Fig. 1: the metal 1 layer
Scale bar: 20 um.
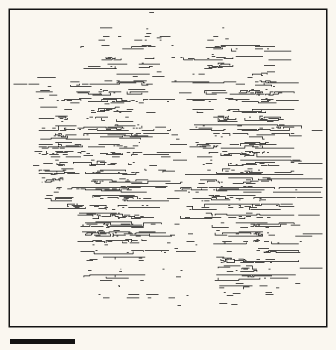
Fig. 2: met2 routing
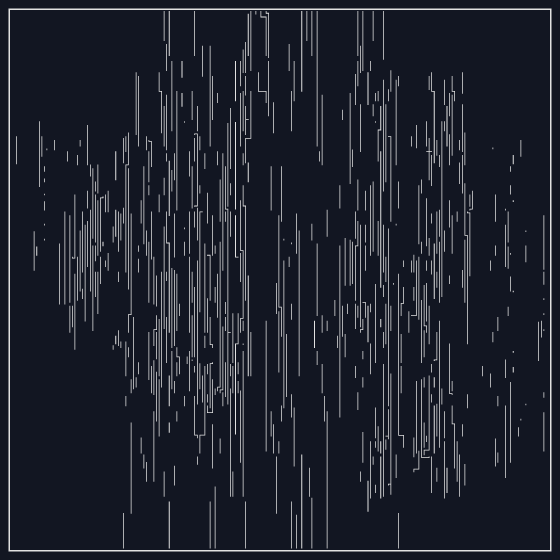
Fig. 3: the metal 3 layer
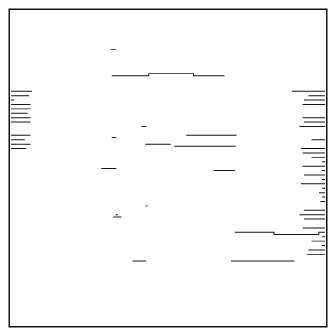
Fig. 4: nets reached from selected ports
Scale bar: 20 um.
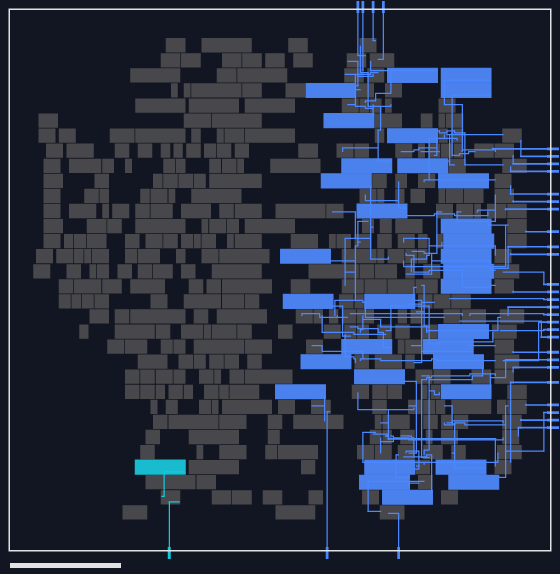
==> config.mk <==
export PLATFORM = sky130hd
export DESIGN_NAME = multicycle_control
export DESIGN_NICKNAME = d
export VERILOG_FILES = /design/src/rtl/multicycle_control_pkg.sv /design/src/rtl/multicycle_control.sv
export SDC_FILE = /design/constraint.sdc
export NUM_CORES = 1
export LEC_CHECK = 0
export CAP_MARGIN = 25
export CORE_MARGIN = 4
export CORE_UTILIZATION = 35
export CTS_CLUSTER_SIZE = 16
export DETAILED_ROUTE_END_ITERATION = 10
export PLACE_DENSITY = 0.65
export REMOVE_ABC_BUFFERS = 1
export SYNTH_ARGS = -nofsm -noshare
export SYNTH_HDL_FRONTEND = slang
export SYNTH_SLANG_ARGS = --single-unit
==> constraint.sdc <==
create_clock -name clk -period 1.75 [get_ports clk]
set_input_delay 0.2625 -clock clk [delete_from_list [all_inputs] [get_ports clk]]
set_output_delay 0.2625 -clock clk [all_outputs]
set_load 0.03 [all_outputs]
==> impl_metrics.env <==
# source this file to load flow results
export IMPL_worstPathMaxFanout=5
export IMPL_ys_seq_share_pct=52.7
export IMPL_largestClassByArea="flip-flops and latches"
export IMPL_finalSetupViolCount=19
export IMPL_dp_cells=464
export IMPL_violations="negative setup slack"
export IMPL_setup_slack_ps=-197
export IMPL_taps=102
export IMPL_fin_area_um2=4390
export IMPL_arrival_ps=2200
export IMPL_status="complete, but fails checks"
export IMPL_p_sw_mw=2.02
export IMPL_yosys_cells=253
export IMPL_leakagePower_nw=2.16
export IMPL_place_congestion=0.866
export IMPL_async_reset_ff_share_pct=100
export IMPL_max_stage_delay_ps=470
export IMPL_core_area_um2=7770
export IMPL_num_antenna_cells=0
export IMPL_fin_cells=488
Back to the opening pictures, Fig. 1:
longest straight run: 36.3 um
share of all routed wire: 42%
nets with wire on the layer: 340
met1 Use GR: 16.4%
via count: 2344
DRT Wirelength: 6710 um

Back to the opening pictures, Fig. 2:
longest straight run: 35.2 um
share of all routed wire: 51%
global routing usage on met2: 25.3%

Back to the opening pictures, Fig. 3:
longest straight run: 19.3 um
nets with wire on the layer: 48
grt met3 use: 4.02%

Back to the opening pictures, Fig. 4:
legend:
  blue:
    port: retired
    bits: 32
    direction: output
    edge: 26 right, 4 top, 2 bottom
    end_cells: 32
    buffers: 39
    wire: 1330 um
  cyan:
    port: i_or_d
    bits: 1
    direction: output
    edge: bottom
    end_cells: 1
    buffers: 1
    wire: 18.7 um
port buffer count: 68
I/O pins: 70

